### Placement by cell class, run 1

Bar = 20 um.
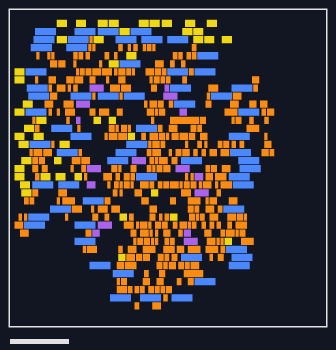
### Selected gate families, run 1

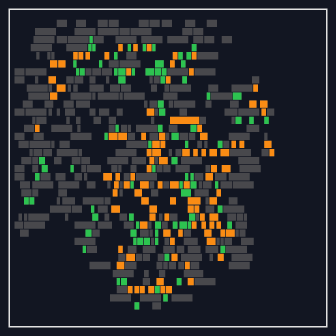
### Placed standard cells, run 1

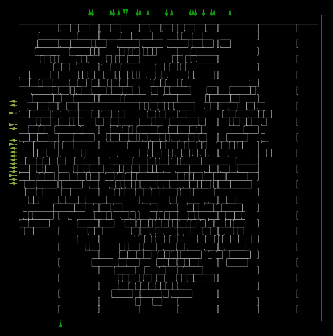
### Signal wires on met2, run 1

Cells faint in the background.
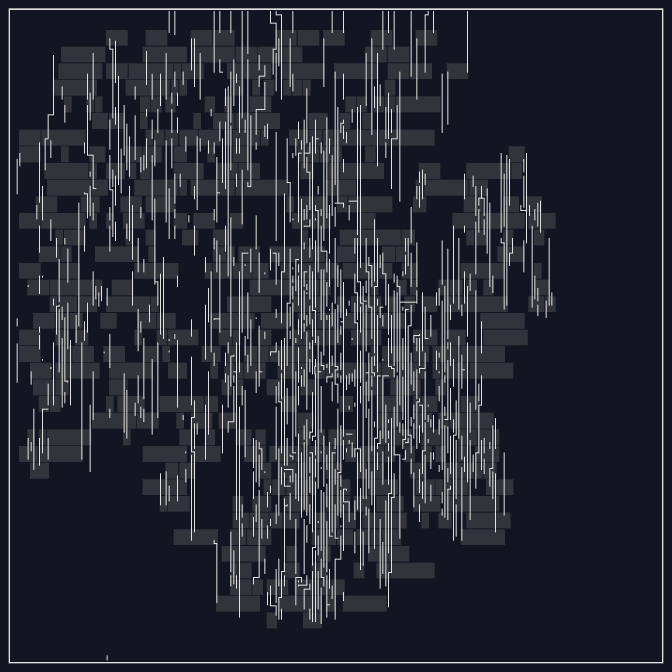
**config.mk**
```make
export PLATFORM = sky130hd
export DESIGN_NAME = move_executor
export DESIGN_NICKNAME = d
export VERILOG_FILES = /design/src/rtl/move_executor.sv
export SDC_FILE = /design/constraint.sdc
export NUM_CORES = 1
export LEC_CHECK = 0
export CORE_UTILIZATION = 31
export DETAILED_ROUTE_END_ITERATION = 8
export SLEW_MARGIN = 15
export SYNTH_ARGS = -nofsm -noshare
export SYNTH_HDL_FRONTEND = slang
export SYNTH_SLANG_ARGS = --single-unit
export TNS_END_PERCENT = 1
```
**constraint.sdc**
```tcl
create_clock -name clock -period 3.1 [get_ports clock]
set_input_delay 0.31 -clock clock [delete_from_list [all_inputs] [get_ports clock]]
set_output_delay 0.31 -clock clock [all_outputs]
set_load 0.02 [all_outputs]
```
**src/rtl/move_executor.sv**
```systemverilog
// move_executor: decodes a sequencer move code and drives one stepper face through a quarter turn.
// Optional HOLD_TORQUE_EN: the last turned face stays enabled until the next valid move or reset.
module move_executor #(
    parameter int STEPS_PER_QTR = 50,
    parameter int HALF_PERIOD   = 50000,
    parameter int SETUP_CYCLES  = 100,
    parameter int SETTLE_CYCLES = 1000000
) (
    input  logic       clock,
    input  logic       reset,
    input  logic       start_move,
    input  logic [3:0] next_move,
    output logic       move_done,
    output logic       busy,
    output logic       bad_move,
    output logic       overrun,
    output logic [5:0] motor_step,
    output logic [5:0] motor_dir,
    output logic [5:0] motor_en,
    output logic [7:0] moves_executed
);
    localparam int SW = $clog2(SETUP_CYCLES + 1);
    localparam int HW = $clog2(HALF_PERIOD + 1);
    localparam int TW = $clog2(SETTLE_CYCLES + 1);
    localparam int CW = (SW > HW) ? ((SW > TW) ? SW : TW) : ((HW > TW) ? HW : TW);
    localparam int NW = $clog2(STEPS_PER_QTR + 1);
    // DONE is exited on the edge that raises move_done, so the settle state itself lasts one cycle less
    localparam int SETTLE_LOAD = (SETTLE_CYCLES > 1) ? SETTLE_CYCLES - 2 : 0;

    typedef enum logic [2:0] {IDLE, DECODE, SETUP, STEP_HI, STEP_LO, SETTLE, DONE} state_t;

    state_t          state;
    logic   [3:0]    code;
    logic   [CW-1:0] cnt;
    logic   [NW-1:0] steps;
    logic   [5:0]    onehot;
    logic            valid, reserved, cw;

    assign valid    = code inside {[4'd1:4'd12]};
    assign reserved = code > 4'd12;
    assign cw       = code inside {[4'd1:4'd6]};
    assign busy     = state != IDLE;

    // face select: codes 1..6 and 7..12 both map onto faces 0..5
    always_comb begin
        for (int i = 0; i < 6; i++) onehot[i] = (code == 4'(i + 1)) || (code == 4'(i + 7));
    end

    // move sequencer: decode, enable/dir setup, step pulse train, settle, completion pulse
    always_ff @(posedge clock) begin
        if (reset) begin
            state          <= IDLE;
            code           <= '0;
            cnt            <= '0;
            steps          <= '0;
            move_done      <= 1'b0;
            bad_move       <= 1'b0;
            overrun        <= 1'b0;
            motor_step     <= '0;
            motor_dir      <= '0;
            motor_en       <= '0;
            moves_executed <= '0;
        end else begin
            move_done <= 1'b0;
            bad_move  <= 1'b0;
            if (start_move && state != IDLE) overrun <= 1'b1;
            case (state)
                IDLE: begin
                    if (start_move) begin
                        code  <= next_move;
                        state <= DECODE;
                    end
                end
                DECODE: begin
                    if (valid) begin
                        motor_en  <= onehot;
                        motor_dir <= cw ? onehot : 6'b0;
                        cnt       <= CW'(SETUP_CYCLES);
                        steps     <= '0;
                        state     <= SETUP;
                    end else begin
                        state <= DONE;
                    end
                end
                SETUP: begin
                    if (cnt == '0) begin
                        motor_step <= onehot;
                        cnt        <= CW'(HALF_PERIOD - 1);
                        state      <= STEP_HI;
                    end else begin
                        cnt <= cnt - 1'b1;
                    end
                end
                STEP_HI: begin
                    if (cnt == '0) begin
                        motor_step <= '0;
                        cnt        <= CW'(HALF_PERIOD - 1);
                        state      <= STEP_LO;
                    end else begin
                        cnt <= cnt - 1'b1;
                    end
                end
                STEP_LO: begin
                    if (cnt != '0) begin
                        cnt <= cnt - 1'b1;
                    end else if (steps == NW'(STEPS_PER_QTR - 1)) begin
                        cnt   <= CW'(SETTLE_LOAD);
                        state <= (SETTLE_CYCLES > 1) ? SETTLE : DONE;
                    end else begin
                        steps      <= steps + 1'b1;
                        motor_step <= onehot;
                        cnt        <= CW'(HALF_PERIOD - 1);
                        state      <= STEP_HI;
                    end
                end
                SETTLE: begin
                    if (cnt == '0) state <= DONE;
                    else cnt <= cnt - 1'b1;
                end
                DONE: begin
                    move_done <= 1'b1;
                    bad_move  <= reserved;
                    if (valid) moves_executed <= moves_executed + 8'd1;
                    motor_dir <= '0;
`ifndef HOLD_TORQUE_EN
                    motor_en  <= '0;
`endif
                    state     <= IDLE;
                end
                default: state <= IDLE;
            endcase
        end
    end
endmodule

```
==> out/qor.csv, run 1 <==
metric;value;unit
numCtsBuffers;9;
drtAntennaViolNets;0;
grt_use_total;17.1;%
comb_power_share;59.0;%
buf_share;10.7;%
fin_crit_sh;82.8;%
ys_sh_simple;29.2;%
synth_area_per_cell;8.16;sq um
drtIter0Drc;340;
clkLatencyLatePin;340;ps
ys_area;0.00339;sq mm
status;finished clean;
via_per_inst;5.65;
drc;0;
place.port_buffers;36;
cts_tree;built;
area_dominant_class;logic gates;
cp_max_fo;14;
ys_top_logic_family;simple AND/OR/NAND/NOR gates;
powerDensity;1110;mW/mm^2
ys_ff;62;
syn_to_final_growth;20.1;%
layout_top_cell;dfxtp_1;
intPower;2.22;mW
die_h;107;um
grt_pass1_vias;3066;
ir_worst_vdd;0.444;mV
criticalPathCategory;register to register;
cts_setup_buffers;0;
cts.path.max_buffers;2;
dp_hpwl;6670;um
async_flop_share;0;%
comb.multi_input.count;316;
Notes on 'Placement by cell class' above:
Key: yellow = remaining buffers and delay cells [cells 46, share of their area 11%]; blue = sequential cells [cells 62, share of their area 32%]; purple = clock drivers and dummy loads [cells 16, share of their area 4.5%]; orange = combinational and other logic [cells 328, share of their area 53%]

Notes on 'Selected gate families' above:
Key: orange = aoi and oai cells [cells 100]; green = nand cells [cells 82]

Notes on 'Placed standard cells' above:
Fillers: 1113
fin cells: 588
n_taps: 136
num sequential: 62
core area: 0.0105 sq mm

Notes on 'Signal wires on met2' above:
The wires run mostly vertical. The longest straight run is 34.3 um. 378 nets have wire on it. The layer carries 4240 um of wire. The layer holds 45% of the routed length.

==> run 1: layer usage <==
metal | wire length [um] | GRT usage (%) | up-vias
met4 | 192 | 6.65 | 0
met2 | 4240 | 26.6 | 123
li1 | - | - | 1630
met3 | 537 | 3.19 | 21
met1 | 4410 | 23.3 | 1549
met5 | 0 | 0 | -
==> run 1: power groups by stage <==
stage | logic, mW | registers, mW | clock network, mW
after floorplan | 2.03 | 1.10 | 0
final | 2.66 | 1.22 | 0.636
after detailed placement | 2.59 | 1.23 | 0
after global placement | 2.60 | 1.22 | 0
after global routing | 2.90 | 1.25 | 0.698
after CTS | 2.61 | 1.21 | 0.653
==> run 1: cells in the mapped netlist, types with 6 or more instances <==
cell	count
xor2_1	6
nor2_1	37
or4_1	7
a31oi_1	11
a22oi_1	8
clkbuf_1	19
mux2i_1	10
inv_1	11
o21ai_0	14
nand2_1	32
nand4_1	12
a21oi_1	34
dfxtp_1	62
nor4_1	10
nor3_1	10
nor2b_1	7
nand3_1	25
==> run 1: final timing paths <==
path                              startpoint            to  slack (ps)  cells after the start
worst max register to register      state[0]       cnt[13]         530                      6
worst min register to register  motor_dir[0]  motor_dir[0]         450                      2
worst min-delay path            motor_dir[0]  motor_dir[0]         450                      2
worst max-delay path                state[0]       cnt[13]         530                      6
==> run 1: state kept, by name, indices dropped and copies added (netlist names) <==
| register | flops |
|---|---|
| cnt | 20 |
| moves_executed | 8 |
| motor_dir | 6 |
| motor_en | 6 |
| motor_step | 6 |
| steps | 6 |
| code | 4 |
| state | 3 |
| bad_move | 1 |
| move_done | 1 |
| overrun | 1 |
==> run 1: critical path, stage by stage, from the launching register on <==
cell and delay, ps:
dfxtp_1 670, clkinv_1 380, nor4_1 400, nor2_1 240, buf_4 230, a2111o_1 390
a21boi_0 170
### Clock distribution, run 1

Bar = 20 um.
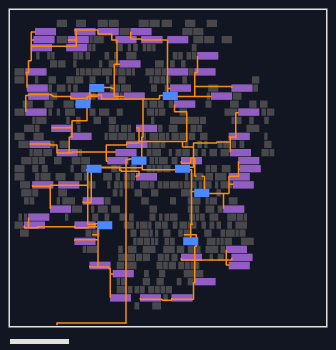

==> run 2: changes to the inputs <==
==> constraint.sdc (replaced) <==
create_clock -name clock -period 2.25 [get_ports clock]
set_input_delay 0.225 -clock clock [delete_from_list [all_inputs] [get_ports clock]]
set_output_delay 0.225 -clock clock [all_outputs]
set_load 0.02 [all_outputs]
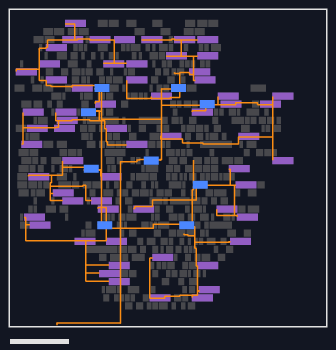
*Clock distribution, run 2*
Bar = 20 um.
Key: blue = clock drivers [count 9]; purple = flip-flops [count 62]; orange = clock wires [length 918 um]
Position of the flops: spread over the die.

==> out/qor.csv, run 2 <==
metric;value;unit;change
status;finished clean;;unchanged
core;0.0105;sq mm;unchanged
post-place-cells;610;;was 572
async_flop_share;0;%;unchanged
fin_crit_sh;98.0;%;was 82.8%
criticalPathCategory;register to register;;unchanged
clkLatencyLatePin;350;ps;was 340 ps
crit_start;cnt[11];;was state[0]
syn_to_final_growth;31.9;%;was 20.1%
warnings;29;;was 28
ys_area;0.00339;sq mm;unchanged
ir_worst_vdd;0.720;mV;was 0.444 mV
drtIter0Drc;344;;was 340
cts_tree;built;;unchanged
r2r_end;motor_step[2];;was cnt[13]
top_regs;cnt: 20 flops, moves_executed: 8 flops;;unchanged
largest_reg_flops;20;;unchanged
grt_pass1_vias;3388;;was 3066
reg2reg_depth;5;;was 6
drc;0;;unchanged
place_area;0.00419;sq mm;was 0.00389 sq mm
synth_area_per_cell;8.16;sq um;unchanged
regMostFlops;cnt;;unchanged
layout_top_cell;dfxtp_1;;unchanged
cts.sinks;62;;unchanged
topCellsByArea;dfxtp_1, a21oi_1, nor2_1, nand3_1, nand2_1;;unchanged
synth.most_common_cell;dfxtp_1;;unchanged
top_cells_by_count;dfxtp_1, nor2_1, a21oi_1;;unchanged
place.port_buffers;36;;unchanged
critPathCapture;motor_step[2];;was cnt[13]
cp_max_fo;6;;was 14
die_h;107;um;unchanged
layout.cells.non_filler;626;;was 588
crit-reg2reg-launch;cnt[11];;was state[0]
grt_use_total;19.0;%;was 17.1%
numCtsBuffers;9;;unchanged
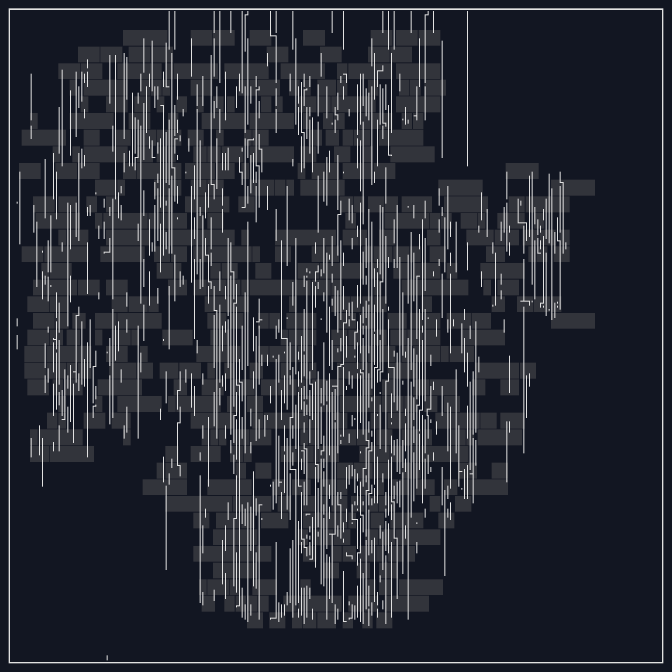
*Signal wires on met2, run 2*
Cells faint in the background.
The layer carries 4610 um of wire. The longest straight run is 45.9 um. The wires run mostly vertical.

run 2: through the flow:
step / setup WS, ps / setup TNS, ps / utilization (%) / total power [mW]
global placement: 80.7 / 0 / 40.1 / 6.00
floorplan: 147 / 0 / - / 4.32
CTS: 7.89 / 0 / 42.4 / 7.25
detailed placement: 24.6 / 0 / 40.1 / 6.01
finish: 45.9 / 0 / 42.7 / 7.47
global route: -74.4 / -412 / 42.7 / 8.00
run 2: layout make-up:
type | count | area [sq um]
timing repair buffer | 84 | 733
multi-input combinational | 316 | 2030
tap | 136 | 170
clock inverter | 7 | 121
inverter | 12 | 45.0
clock buffer | 9 | 124
sequential | 62 | 1240
fill | 1089 | 5990
run 2: worst max-delay path, stage by stage, from the launching register on:
cell and delay (ps):
dfxtp_1 320, or4_4 540, or4_4 540, a2111oi_4 450
a32oi_1 180, nor2_1 100
run 2: worst min-delay path by stage:
stage,depth (start not counted),endpoint,slack (ps),start
after floorplan,2,overrun,370,start_move
after global placement,2,motor_dir[0],450,motor_dir[0]
after detailed placement,2,motor_dir[0],450,motor_dir[0]
after CTS,2,motor_dir[0],460,motor_dir[0]
after global routing,2,motor_en[3],490,motor_en[3]
final,2,motor_dir[0],450,motor_dir[0]
run 2: kinds of logic after synthesis:
logic type	share of synthesized area, %
compound gates	22.2
xor+xnor	2.84
fa+ha+maj	1.85
buf+inv	4.28
flops	36.6
mux	2.95
simple gates	29.2
run 2: power by group:
part           internal (mW)  leakage (nW)  switching, mW
Clock                  0.741         0.124          0.492
Sequential              1.31         0.503          0.209
Combinational           1.92         0.990           2.79
Total                   3.97          1.62           3.49
run 2: routing by layer:
metal  wire (um)  global-route usage (%)
met3         686                    4.17
met5           0                       0
met2        4610                    30.0
met4         305                    8.51
met1        4750                    24.7
Power figures rest on the tool's default switching activity, not on a simulated workload.
